File: config.mk
export PLATFORM = sky130hd
export DESIGN_NAME = sat_counter
export DESIGN_NICKNAME = d
export VERILOG_FILES = /design/src/rtl/count_seq_checker_sat_counter.sv
export SDC_FILE = /design/constraint.sdc
export NUM_CORES = 1
export LEC_CHECK = 0
export ABC_AREA = 1
export CORE_AREA = 3 3 40 42
export DETAILED_ROUTE_END_ITERATION = 8
export DIE_AREA = 0 0 43 45
export GPL_ROUTABILITY_DRIVEN = 0
export PLACE_DENSITY_LB_ADDON = 0.3
export REMOVE_ABC_BUFFERS = 1
export SYNTH_ARGS = -nofsm -noshare
export SYNTH_HDL_FRONTEND = slang
export SYNTH_SLANG_ARGS = --single-unit
File: constraint.sdc
create_clock -name clk -period 1.4 [get_ports clk]
set_input_delay 0.21 -clock clk [delete_from_list [all_inputs] [get_ports clk]]
set_output_delay 0.21 -clock clk [all_outputs]
set_load 0.01 [all_outputs]
File: src/rtl/count_seq_checker_sat_counter.sv
// Saturating up-counter with synchronous clear; holds at all-ones.
module sat_counter #(
    parameter int WIDTH = 8
) (
    input  logic             clk,
    input  logic             rst,
    input  logic             clear,
    input  logic             inc,
    output logic [WIDTH-1:0] count
);

    // NOTE: sequential state is written with non-blocking assignments only, so every
    // register samples the pre-edge values of its neighbours.
    always_ff @(posedge clk) begin
        if (rst || clear) begin
            count <= '0;
        end else if (inc && (count != '1)) begin
            count <= count + WIDTH'(1);
        end
    end

endmodule

==> results.json <==
{
  "synth_chip_area_um2": 448,
  "hold_viol": 0,
  "setup_viol": 0,
  "hpwl_um": 705,
  "setup.worst_path.end_class": "flop",
  "synth_cell_types": 17,
  "synthCells": 67,
  "dpl.cell_count": 93,
  "antenna_cells": 0,
  "final_cells": 97,
  "startpoint": "count[1]$_SDFFE_PP0P_",
  "drt-initial-drc-count": 3,
  "io_pins": 12,
  "yosysWarnings": 0,
  "cts_tree": "yes",
  "holdCritPathClass": "reg2reg",
  "clock-sinks": 8,
  "slew_violations": 0,
  "cp_max_fo": 6,
  "outcome": "complete, no violations",
  "final_util": 0.476,
  "grt_start_max_net_pins": 12,
  "rsz0062_at_grt": "no",
  "core_um2": 1280,
  "top_regs": "count x8",
  "portBuffers": 11,
  "critPathLaunchType": "flop",
  "placed_area_um2": 573,
  "hold_end": "count[6]$_SDFFE_PP0P_",
  "areaGrowthSynthToFinish_pct": 36.6,
  "power.leakage_uw": 0.000347,
  "hold_buffers": 0,
  "synthTopCellsByCount": "20 x nand2_1, 13 x nor2_1, 8 x dfxtp_1",
  "grt_usage": 0.111,
  "ys_cells": 67,
  "worst_slew_pin_slew_ps": 266,
  "yosysMostFrequentCell": "nand2_1",
  "clockBufferDepth": 2
}
==> cells by family (layout without fill, tap and decap cells) <==
kind of cell,after synthesis,after routing,synth area share
flip-flops,8,8,0.358
AND/OR/NAND/NOR,43,44,0.453
AND-OR/OR-AND,6,6,0.0698
adder cells (fa/ha/maj),1,1,0.0279
buffers and inverters,9,23,0.0922
==> cell usage in the layout (no fill, tap or decap), types with 3 or more instances in the layout <==
cell type and count:
nor2_1 12, clkbuf_4 3, a21oi_1 5, dfxtp_1 6, nand3_1 4, inv_1 6, dlygate4sd2_1 4, dlymetal6s2s_1 4
clkdlybuf4s50_1 3, nand2_1 20
==> critical path, stage by stage (launching register included) <==
cell,delay (ps)
dfxtp_1,360
ha_1,180
nand2_1,80
nor2_2,140
nand2_2,120
nand2_1,100
nand2_1,50
nand2_1,50
nor2_1,40
==> layer usage <==
metal	wire length [µm]	track usage	up-vias
met5	0	0	-
met3	63	0.0598	2
li1	-	-	240
met4	6	0.0361	0
met2	458	0.192	13
met1	438	0.116	209
==> stage by stage <==
stage               worst slack [ps]  hold WS [ps]
floorplan                        160           358
global placement                89.3           482
detailed placement              73.2           489
CTS                             5.74           505
global route                    45.5           548
finish                           171           499
==> power breakdown <==
| part | switching [µW] | internal, µW |
|---|---|---|
| Sequential | 2.68 | 231 |
| Clock | 84.5 | 98.5 |
| Combinational | 17.6 | 21.0 |
| Total | 105 | 350 |
==> area by class of cell <==
class | count | area, µm²
inverter | 8 | 30.0
timing repair buffer | 12 | 123
tap | 15 | 18.8
sequential | 8 | 163
clock buffer | 3 | 22.5
fill | 139 | 673
multi-input combinational | 51 | 255
==> repair_timing <==
item	CTS	global route
pin swaps	0	1
setup endpoints to repair	5	6
gates resized	5	7
buffers inserted	0	0
cloned	0	1
floorplan.png
Scale bar: 10 µm. Pins as bars on the die edge.
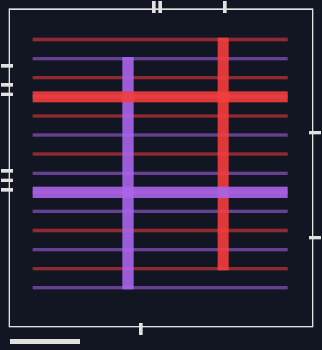
| net | color |
|---|---|
| VSS | purple |
| VDD | red |
rows: 13
signal pins: 12
met1 rails: 14
met4 straps: 2

class_map.png
Fill, decap, tap and diode cells in gray.
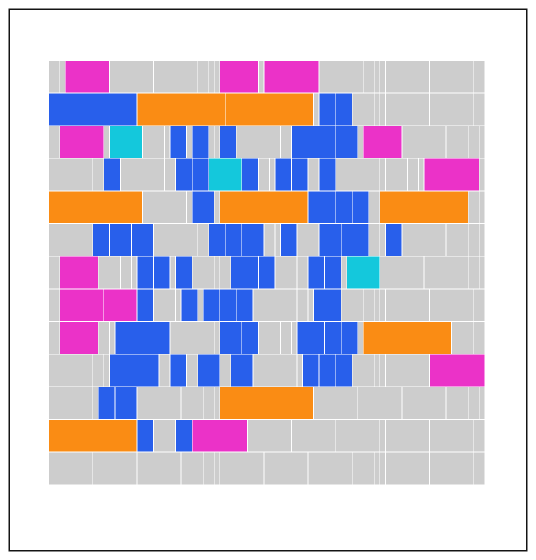
| class | color | cells | share of their area |
|---|---|---|---|
| remaining buffers and delay cells | magenta | 12 | 21% |
| clock-net drivers | cyan | 3 | 3.8% |
| registers | orange | 8 | 27% |
| remaining logic cells | blue | 59 | 48% |

clock_wires.png
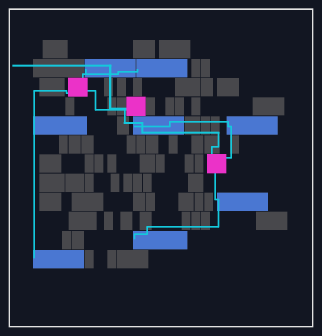
[flip-flops] blue | count: 8
[clock wires] cyan | length: 142 µm
[clock-net drivers] magenta | count: 3
routed clock nets: 4
Clock Power: 183 µW
Clock Skews: 5.49 ps
clk latency late pin: 260 ps

No activity file was given, so power comes from the tool's default toggle rates.
